[src/rtl/bank_arb_pkg.sv]
// Shared definitions for the bank arbiter: default parameters and lock FSM state encoding.
// The lock feature is enabled by defining BANK_ARB_LOCK_EN.
package bank_arb_pkg;

    localparam int unsigned DefNumReq  = 4;
    localparam int unsigned DefAddrW   = 4;
    localparam int unsigned DefDataW   = 16;
    localparam int unsigned DefLockMax = 8;

    typedef enum logic [0:0] {
        StIdle,
        StLocked
    } arb_state_e;

    // Pointer width for a given requester count; at least one bit.
    function automatic int unsigned ptr_width(input int unsigned n);
        return (n > 1) ? $clog2(n) : 1;
    endfunction

endpackage

[src/rtl/bank_arbiter_rr_pick.sv]
// Combinational rotate-priority picker: grants the first set request at or after ptr,
// wrapping modulo N. Output is one-hot or zero.
module rr_pick
    import bank_arb_pkg::*;
#(
    parameter int unsigned N = DefNumReq
) (
    input  logic [N-1:0]            req,
    input  logic [ptr_width(N)-1:0] ptr,
    output logic [N-1:0]            grant
);

    localparam int unsigned PtrW = ptr_width(N);

    logic            found;
    logic [PtrW-1:0] idx;

    always_comb begin
        grant = '0;
        found = 1'b0;
        idx   = '0;
        for (int unsigned k = 0; k < N; k++) begin
            idx = PtrW'((32'(ptr) + k) % N);
            if (!found && req[idx]) begin
                grant[idx] = 1'b1;
                found      = 1'b1;
            end
        end
    end

endmodule

[src/rtl/bank_arbiter.sv]
// Round-robin arbiter for a single shared memory bank with optional ownership locking.
// Define BANK_ARB_LOCK_EN to build the lock FSM; otherwise req_lock is ignored.
module bank_arbiter
    import bank_arb_pkg::*;
#(
    parameter int unsigned NUM_REQ  = DefNumReq,
    parameter int unsigned ADDR_W   = DefAddrW,
    parameter int unsigned DATA_W   = DefDataW,
    parameter int unsigned LOCK_MAX = DefLockMax
) (
    input  logic                      clk,
    input  logic                      rst,
    input  logic [NUM_REQ-1:0]        req_valid,
    input  logic [NUM_REQ-1:0]        req_we,
    input  logic [NUM_REQ-1:0]        req_lock,
    input  logic [NUM_REQ*ADDR_W-1:0] req_addr,
    input  logic [NUM_REQ*DATA_W-1:0] req_wdata,
    output logic [NUM_REQ-1:0]        req_grant,
    output logic [NUM_REQ-1:0]        rsp_valid,
    output logic [DATA_W-1:0]         rsp_rdata,
    output logic                      bank_en,
    output logic                      bank_we,
    output logic [ADDR_W-1:0]         bank_addr,
    output logic [DATA_W-1:0]         bank_wdata,
    input  logic [DATA_W-1:0]         bank_rdata
);

    localparam int unsigned PtrW = ptr_width(NUM_REQ);

    logic [PtrW-1:0]    ptr_q, ptr_d;
    logic [NUM_REQ-1:0] eligible;
    logic [NUM_REQ-1:0] pick;
    logic [NUM_REQ-1:0] grant;
    logic [PtrW-1:0]    gnt_idx;
    logic               gnt_any;
    logic [NUM_REQ-1:0] rsp_valid_q;

`ifdef BANK_ARB_LOCK_EN
    localparam int unsigned CntW = $clog2(LOCK_MAX + 1);

    arb_state_e      state_q;
    logic [PtrW-1:0] owner_q;
    logic [CntW-1:0] lock_cnt_q;

    // While locked, everyone except the owner is masked out of arbitration.
    always_comb begin
        eligible = req_valid;
        if (state_q == StLocked) begin
            eligible = req_valid & (NUM_REQ'(1) << owner_q);
        end
    end

    // lock_cnt counts grants issued under the current lock, including the entry grant.
    always_ff @(posedge clk) begin
        if (rst) begin
            state_q    <= StIdle;
            owner_q    <= '0;
            lock_cnt_q <= '0;
        end else begin
            unique case (state_q)
                StIdle: begin
                    if (gnt_any && req_lock[gnt_idx] && LOCK_MAX > 1) begin
                        state_q    <= StLocked;
                        owner_q    <= gnt_idx;
                        lock_cnt_q <= CntW'(1);
                    end
                end
                StLocked: begin
                    if (!gnt_any) begin
                        state_q    <= StIdle;
                        lock_cnt_q <= '0;
                    end else if (req_lock[owner_q] && lock_cnt_q < CntW'(LOCK_MAX - 1)) begin
                        lock_cnt_q <= lock_cnt_q + CntW'(1);
                    end else begin
                        state_q    <= StIdle;
                        lock_cnt_q <= '0;
                    end
                end
                default: begin
                    state_q    <= StIdle;
                    lock_cnt_q <= '0;
                end
            endcase
        end
    end
`else
    logic unused_lock;

    assign unused_lock = ^req_lock;
    assign eligible    = req_valid;
`endif

    rr_pick #(
        .N(NUM_REQ)
    ) u_pick (
        .req  (eligible),
        .ptr  (ptr_q),
        .grant(pick)
    );

    assign grant     = rst ? '0 : pick;
    assign gnt_any   = |grant;
    assign req_grant = grant;
    assign bank_en   = gnt_any;

    always_comb begin
        gnt_idx = '0;
        for (int unsigned i = 0; i < NUM_REQ; i++) begin
            if (grant[i]) begin
                gnt_idx = PtrW'(i);
            end
        end
    end

    always_comb begin
        ptr_d = ptr_q;
        if (gnt_any) begin
            ptr_d = (32'(gnt_idx) == NUM_REQ - 1) ? '0 : gnt_idx + PtrW'(1);
        end
    end

    always_comb begin
        bank_we    = 1'b0;
        bank_addr  = '0;
        bank_wdata = '0;
        for (int unsigned i = 0; i < NUM_REQ; i++) begin
            if (grant[i]) begin
                bank_we    = req_we[i];
                bank_addr  = req_addr[i*ADDR_W +: ADDR_W];
                bank_wdata = req_wdata[i*DATA_W +: DATA_W];
            end
        end
    end

    always_ff @(posedge clk) begin
        if (rst) begin
            ptr_q       <= '0;
            rsp_valid_q <= '0;
        end else begin
            ptr_q       <= ptr_d;
            rsp_valid_q <= grant & ~req_we;
        end
    end

    // Bank read data arrives the cycle after the grant, so it is forwarded unregistered.
    assign rsp_valid = rst ? '0 : rsp_valid_q;
    assign rsp_rdata = (|rsp_valid) ? bank_rdata : '0;

endmodule

[config.mk]
export PLATFORM = sky130hd
export DESIGN_NAME = bank_arbiter
export DESIGN_NICKNAME = d
export VERILOG_FILES = /design/src/rtl/bank_arb_pkg.sv /design/src/rtl/bank_arbiter_rr_pick.sv /design/src/rtl/bank_arbiter.sv
export SDC_FILE = /design/constraint.sdc
export NUM_CORES = 1
export LEC_CHECK = 0
export ABC_AREA = 0
export CAP_MARGIN = 20
export CORE_ASPECT_RATIO = 2
export CORE_MARGIN = 2
export CORE_UTILIZATION = 29
export DETAILED_ROUTE_END_ITERATION = 12
export MAX_ROUTING_LAYER = met4
export PLACE_DENSITY = 0.83
export SYNTH_ARGS = -nofsm -noshare
export SYNTH_HDL_FRONTEND = slang
export SYNTH_SLANG_ARGS = --single-unit
[constraint.sdc]
create_clock -name clk -period 5.6 [get_ports clk]
set_input_delay 1.68 -clock clk [delete_from_list [all_inputs] [get_ports clk]]
set_output_delay 1.68 -clock clk [all_outputs]
set_load 0.005 [all_outputs]
Figure 1. Track usage over the die (run 1).
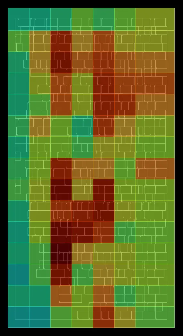
wire per inst: 17.4 um
all-layer global routing usage: 27.0%

Figure 2. Close-up of the layout (run 1).
Bar = 5 um. Window x 30 to 50, y 68 to 88 um. Cells in gray, sequential cells in the stronger gray; small squares are vias.
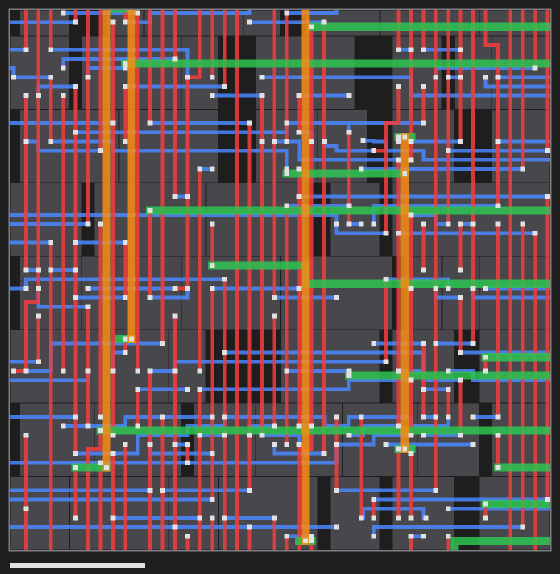
Key: green = M3; orange = M4; blue = M1; red = M2
Most frequent: clkdlybuf4s50_1 (17), nand4_1 (8), nand3_1 (5). Sequential cells in the window: 0. 44 logic cells have their middle in the window.

==> impl_metrics.yaml, run 1 <==
# implementation run metrics
synthesis:
  yosys_warnings: 0
  synth_largest_type_area_fraction_pct: 12.1
  edf_count: 0
  netlist_area_mm2: 0.00145
  ys.flops: 6
  synthesized_chip_area_reported_by_yosys_mm2: 0.00145
  top_cells_by_count: "26 x sky130_fd_sc_hd__nand2_1, 25 x sky130_fd_sc_hd__nor2b_1, 23 x sky130_fd_sc_hd__nor2_1"
  synthMostInstantiatedCell: "sky130_fd_sc_hd__nand2_1"
  topCellsByArea: "sky130_fd_sc_hd__a41oi_1 12%, sky130_fd_sc_hd__nor2b_1 11%, sky130_fd_sc_hd__nand4_1 8.6%"
  synthDistinctLibCells: 41
final_layout:
  n_all_inverters: 7
  sequential_cell_total: 6
  design_area_mm2: 0.00348
  syn_to_final_growth_pct: 141
  leading_cell_category_by_total_area: "buffers"
  multi_input_comb_area_mm2: 0.00135
  biggestRegsByFlops: "rsp_valid_q x4, ptr_q x2"
  logic_gates: 185
global_routing:
  wire_length_of_the_first_global_routing_pass_um: 11300
  globalRouteOverflowTotal: 0
  pin_count_of_the_biggest_net_entering_global_routing: 35
clock_network:
  cts_tree: "yes"
  post_cts_resized: 107
  cts_hold_repair.buffers: 0
  cts.clk_slew.worst_paths_ps: 40
  worst_skew_pair.late_latency_ps: 230
  cts_setup_buffers: 13
  maximum_clock_path_buffer_count: 2
  tritoncts_num_sinks: 6
placed_design:
  dp_slack_ps: -665
  gp_routability_congestion: 0.919
  place_hpwl_um: 5640
  port-buffer-count: 151
floorplanning:
  die.size.y_um: 104
  num_tap_cells: 57
final_timing:
  timing.clock.skew_ps: 3.65
  timing_hold_violations_final: 0
  fin_worst_hold_slack_ps: 815
  setup_tns_ps: 0
  grt_setup_unrepaired: "true"
  maxSlewViolCount: 0
worst_hold_path:
  min_path_cells: 2
  holdCritStartpoint: "ptr_q[0]"
setup_path:
  cp_slowest_cell: "sky130_fd_sc_hd__a2111o_1"
  crit_type: "in -> out"
  crit_start: "req_valid[1]"
  capture_point_of_the_critical_path: "bank_wdata[14]"
  timing.critical_path.max_delay_family: "AND-OR/OR-AND gates"
  cp_data_arrival_time_ps: 3890
  startpoint_type: "input pin"
  crit_cells: 10
drt:
  via_count: 2521
  drt_first_pass_iters: 4
  met1Wirelength_um: 2650
  postRouteAntennaNets: 0
outcome:
  run_status: "finished clean"
power_and_ir_drop:
  power_density_mw_per_mm2: 404
  fin_total_pwr_uw: 1410
flow_run:
  cap_violations: 0
Figure 3. Routed metal, one color a layer (run 1).
Bar = 20 um. Only two layers are drawn.
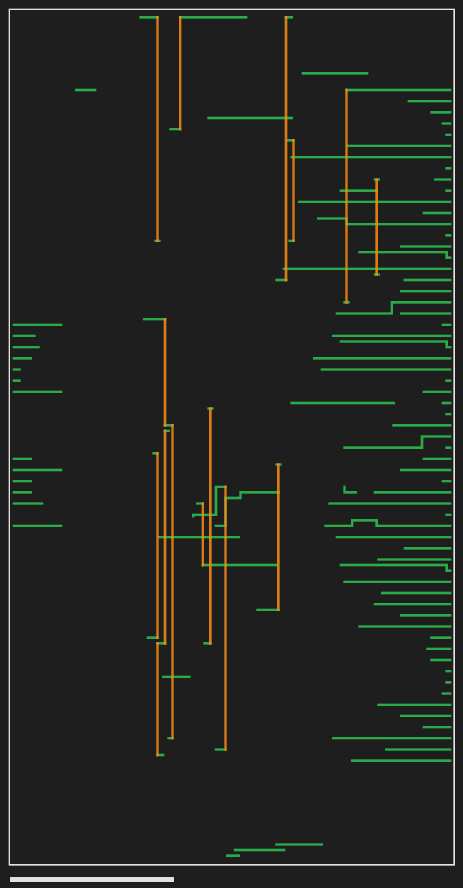
Key: orange = M4 [wire length 321 um]; green = M3 [wire length 615 um]

[run 1: metal layers]
| layer | track usage (%) | vias to the layer above |
|---|---|---|
| met5 | - | - |
| met4 | 12.8 | 0 |
| met3 | 4.60 | 32 |
| met2 | 47.7 | 123 |
| met1 | 26.7 | 1174 |
| li1 | - | 1192 |
[run 1: cells by family after synthesis]
kind of cell             synth area share [%]
adder cells (fa/ha/maj)                  5.19
flip-flops                               8.30
AND-OR/OR-AND                            26.4
multiplexers                             4.67
buffers and inverters                    7.60
AND/OR/NAND/NOR                          47.8
[run 1: power breakdown]
part | internal (uW) | switching (uW)
registers | 53.6 | 16.7
clock network | 46.3 | 19.9
logic | 691 | 578
==> run 2: changes to the inputs <==
--- a/config.mk
+++ b/config.mk
@@ -13,6 +13,7 @@
 export DETAILED_ROUTE_END_ITERATION = 12
 export MAX_ROUTING_LAYER = met4
 export PLACE_DENSITY = 0.83
+export SETUP_SLACK_MARGIN = 0.2
 export SYNTH_ARGS = -nofsm -noshare
 export SYNTH_HDL_FRONTEND = slang
 export SYNTH_SLANG_ARGS = --single-unit
Figure 4. Track usage over the die (run 2).
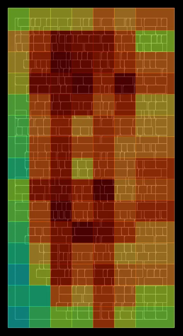
GR met2 Demand/Resource: 55.2%
all-layer global routing usage: 33.7%

Figure 5. Routed metal, one color a layer (run 2).
Bar = 20 um. Only two layers are drawn.
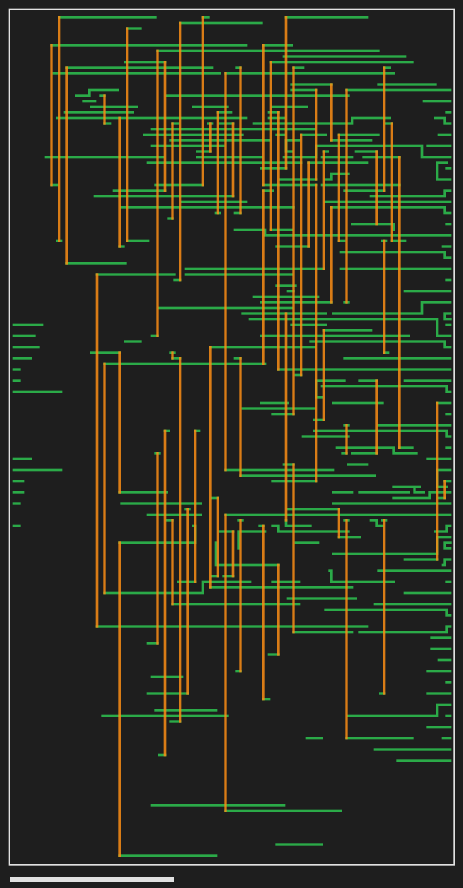
Key: green = M3 [wire length 1,600 um]; orange = M4 [wire length 1,280 um]
routed vias: 3,044
wire per inst: 25.8 um
Detailed Route WL: 12,400 um

==> impl_metrics.yaml, run 2 <==
# implementation run metrics
outcome:
  run_status: "finished with violations"
  violations: "negative setup slack"
synthesis:
  synthMostInstantiatedCell: "sky130_fd_sc_hd__nand2_1"
  synthDistinctLibCells: 41
  synth_largest_type_area_fraction_pct: 12.1
  synth.mux.area_fraction_pct: 4.67
  synth-adder-area-share_pct: 5.19
  netlist_area_mm2: 0.00145
  yosys_warnings: 0
  top_cells_by_count: "26 x sky130_fd_sc_hd__nand2_1, 25 x sky130_fd_sc_hd__nor2b_1, 23 x sky130_fd_sc_hd__nor2_1"
  synth_compound_gate_area_share_pct: 26.4
  synth_simple_gate_area_share_pct: 47.8
  edf_count: 0
  synth-xor-area-share_pct: 0
  logic_family: "simple AND/OR/NAND/NOR gates"
  synthesized_chip_area_reported_by_yosys_mm2: 0.00145
final_timing:
  timing.clock.skew_ps: 0.145
  setup_tns_ps: -17.7
  maxSlewViolCount: 0
  fin_worst_hold_slack_ps: 826
  post-route-worst-setup-slack_ps: -10.3
  timing_hold_violations_final: 0
  grt_setup_unrepaired: "true"
  finalSetupViolCount: 2
worst_hold_path:
  min_path_cells: 2
  holdCritStartpoint: "ptr_q[0]"
power_and_ir_drop:
  switching_share_pct: 45.2
  clock_power_uw: 67.4
  internal_power_uw: 992
  power-top-group: "combinational logic"
  power.combinational.fraction_pct: 92.3
  power_switching_uw: 819
  power_density_mw_per_mm2: 445
  pg_seq_uw: 72.1
  power.share.clock_pct: 3.7
  comb_power_uw: 1670
drt:
  postRouteAntennaNets: 0
  drt_first_pass_iters: 5
placed_design:
  dp_slack_ps: -665
  place_hpwl_um: 5640
  port-buffer-count: 151
clock_network:
  cts.clk_slew.worst_paths_ps: 40
  clk_root_buffer_cell: "sky130_fd_sc_hd__clkbuf_8"
  worst_skew_pair.late_latency_ps: 230
  cts_hold_repair.buffers: 0
  cts_tree: "yes"
  tritoncts_num_sinks: 6
floorplanning:
  die.size.y_um: 104
  placementRows: 36
  core_region_area_mm2: 0.00482
flow_run:
  cap_violations: 0
setup_path:
  capture_point_of_the_critical_path: "bank_wdata[15]"
  crit_cells: 13
  timing.critical_path.max_delay_family: "buffers and inverters"
  startpoint_type: "input pin"
  cp_slowest_cell: "sky130_fd_sc_hd__mux4_2"
  crit_type: "in -> out"
  worstPathRequired_ps: 3920
  most_frequent_cp_cell: "sky130_fd_sc_hd__buf_6"
  crit-reg2reg-capture: "ptr_q[1]"
final_layout:
  multi_input_comb_area_mm2: 0.00152
  biggestRegsByFlops: "rsp_valid_q x4, ptr_q x2"
  syn_to_final_growth_pct: 181
  fin_util_pct: 84.5
  design_area_mm2: 0.00407
global_routing:
  pin_count_of_the_biggest_net_entering_global_routing: 28
  globalRouteOverflowTotal: 0
Figure 6. Wire density map (run 2).
The die is cut into 11 by 21 equal tiles; white is low, dark blue is high, scaled to the fullest tile. Values are wire area over tile area, all layers added.
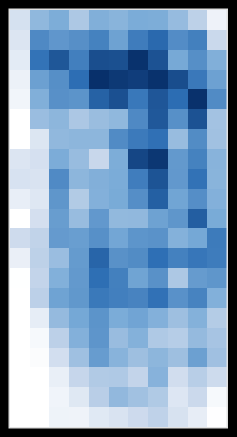
The densest ninth of the die: north. 6.9% of the tiles are nearly empty. The mean over all tiles is 0.41. The emptiest ninth of the die: south-west. 44% of the tiles are over half the peak.

-- run 2: cell counts after synthesis --
No cell type changed its count.
-- run 2: what timing repair did --
item / 4_1_cts / 5_1_grt
buffers inserted: 26 / 4
setup endpoints to repair: 26 / 28
gates cloned: 7 / 5
pin swaps: 22 / 17
gates resized: 176 / 29
-- run 2: routing by layer --
| layer | global-route usage, % | vias up | share of wire [%] |
|---|---|---|---|
| met5 | - | - | 0 |
| met4 | 23.4 | 0 | 10 |
| met3 | 9.05 | 134 | 13 |
| met2 | 55.2 | 308 | 47 |
| met1 | 31.9 | 1358 | 29 |
| li1 | - | 1244 | - |
-- run 2: layout make-up --
cell class	count	area share [%]
tap	57	1.75
inverter	7	0.645
clock buffer	3	1.01
sequential	6	2.95
timing repair buffer	220	56.2
antenna	1	0.0614
multi-input combinational	185	37.4
==> run 3: changes to the inputs <==
--- a/config.mk
+++ b/config.mk
@@ -7,12 +7,14 @@
 export LEC_CHECK = 0
 export ABC_AREA = 0
 export CAP_MARGIN = 20
+export CELL_PAD_IN_SITES_DETAIL_PLACEMENT = 1
+export CELL_PAD_IN_SITES_GLOBAL_PLACEMENT = 2
 export CORE_ASPECT_RATIO = 2
 export CORE_MARGIN = 2
-export CORE_UTILIZATION = 29
+export CORE_UTILIZATION = 12
 export DETAILED_ROUTE_END_ITERATION = 12
 export MAX_ROUTING_LAYER = met4
-export PLACE_DENSITY = 0.83
+export PLACE_DENSITY_LB_ADDON = 0.1
 export SETUP_SLACK_MARGIN = 0.2
 export SYNTH_ARGS = -nofsm -noshare
 export SYNTH_HDL_FRONTEND = slang
Figure 7. Wire density map (run 3).
The die is cut into 16 by 32 equal tiles; white is low, dark blue is high, scaled to the fullest tile. Values are wire area over tile area, all layers added.
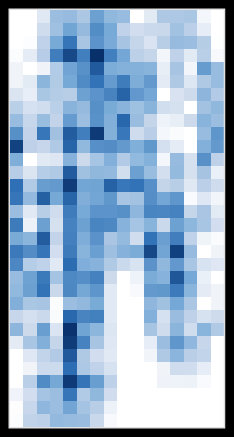
The fullest tile reaches 0.40. 26% of the tiles are over half the peak. The mean over all tiles is 0.14.
all-layer global routing usage: 17.6%
Detailed Route WL: 11,400 um
wire per inst: 20.2 um
routed vias: 2,599

Figure 8. Track usage over the die (run 3).
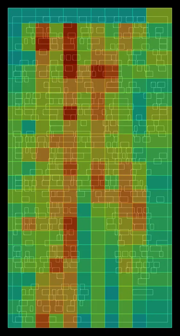
met3 GRT Util: 1.53%
GR met2 Demand/Resource: 36.9%

==> impl_metrics.yaml, run 3 <==
# implementation run metrics
power_and_ir_drop:
  switching_share_pct: 42.6
  comb_power_uw: 1670
  power-top-group: "combinational logic"
  power.share.clock_pct: 6.3
  pg_seq_uw: 57.5
  power_density_mw_per_mm2: 426
  internal_power_uw: 1060
floorplanning:
  placementRows: 56
  die.size.y_um: 159
clock_network:
  cts_hold_repair.buffers: 0
  tritoncts_num_sinks: 6
  clk_root_buffer_cell: "sky130_fd_sc_hd__clkbuf_16"
  worst_skew_pair.late_latency_ps: 230
  cts.clk_slew.worst_paths_ps: 30
global_routing:
  gr-usage-met1_pct: 15.2
  globalRouteOverflowTotal: 0
final_layout:
  multi_input_comb_area_mm2: 0.00157
  syn_to_final_growth_pct: 198
  design_area_mm2: 0.00432
drt:
  met1Wirelength_um: 3430
  postRouteAntennaNets: 0
  top_signal_layer_used: "met4"
setup_path:
  crit_type: "in -> out"
  cp_slowest_cell: "sky130_fd_sc_hd__or3b_4"
final_timing:
  fin_worst_hold_slack_ps: 797
  grt_setup_unrepaired: "true"
  finalSetupViolCount: 0
  timing.clock.skew_ps: 0.302
  timing_hold_violations_final: 0
  setup_tns_ps: 0
  maxSlewViolCount: 0
synthesis:
  synth_simple_gate_area_share_pct: 47.8
  synthMostInstantiatedCell: "sky130_fd_sc_hd__nand2_1"
  edf_count: 0
  yosys_warnings: 0
  synth_largest_type_area_fraction_pct: 12.1
  synthDistinctLibCells: 41
placed_design:
  dp_slack_ps: -769
  place_hpwl_um: 7620
  port-buffer-count: 151
outcome:
  run_status: "finished clean"
Figure 9. Close-up of the layout (run 3).
Bar = 5 um. Window x 51 to 71, y 109 to 129 um. Cells in gray, sequential cells in the stronger gray; small squares are vias.
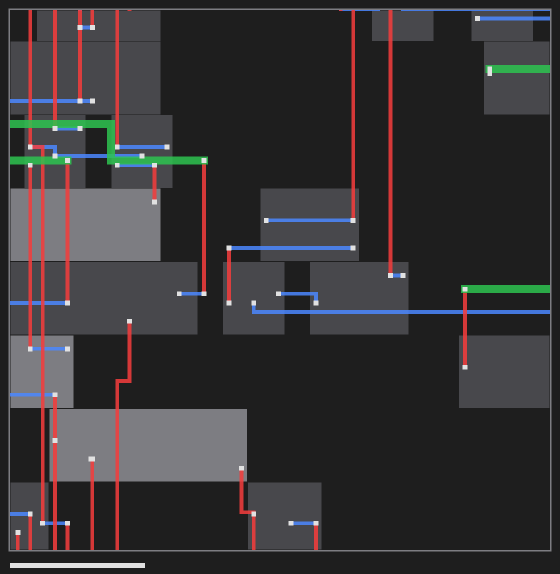
Key: red = M2; blue = M1; green = M3
13 logic cells have their middle in the window. Sequential cells in the window: 2. Most frequent: clkdlybuf4s50_1 (4), nor2b_1 (3). Netlist names of flops here include `ptr_q` (1), `rsp_valid_q` (1).

[run 3: cell counts after synthesis]
No cell type changed its count.
[run 3: final cells by class]
class	instances	area share, %
inverters	7	0.666
clock buffers	3	1.74
flip-flops and latches	6	2.78
repair buffers	219	54.2
multi-input cells	185	36.4
well taps	145	4.20
[run 3: final timing paths]
check	slack, ps	to	depth (start not counted)	start
min reg2reg	800	ptr_q[0]	3	ptr_q[0]
max	40	bank_wdata[9]	13	req_valid[1]
min	800	ptr_q[0]	3	ptr_q[0]
max reg2reg	2820	ptr_q[0]	11	ptr_q[1]
[run 3: worst max-delay path: cells and delay by family]
family	cells	cell delay, ps
AOI/OAI and AO/OA	4	730
and+or+nand+nor	1	390
buffers and inverters	8	1080

==> screenshots <==
M1 wires.
Bar = 20 um. Cells faint in the background.
panel A
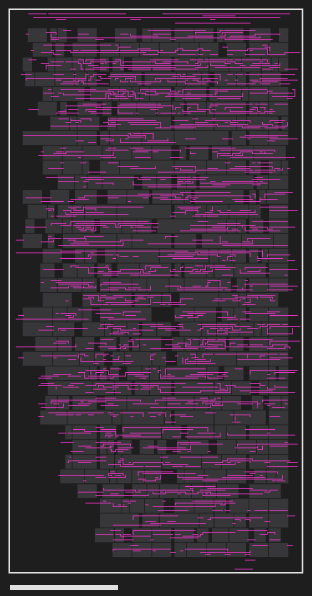
panel B
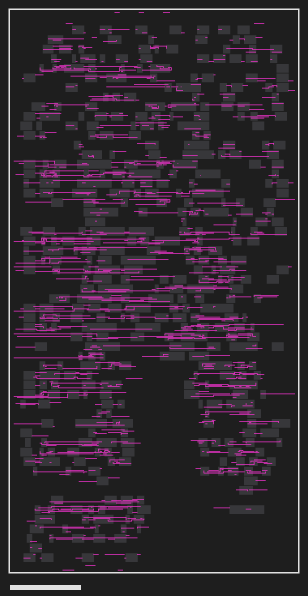
Of these, largest die: panel B
panel B: run 3
panel A: run 2

Key to panel B:
The layer holds 30% of the routed length. The layer carries 3,430 um of wire. The longest straight run is 33.1 um. 458 nets have wire on it.

Power figures rest on the tool's default switching activity, not on a simulated workload.
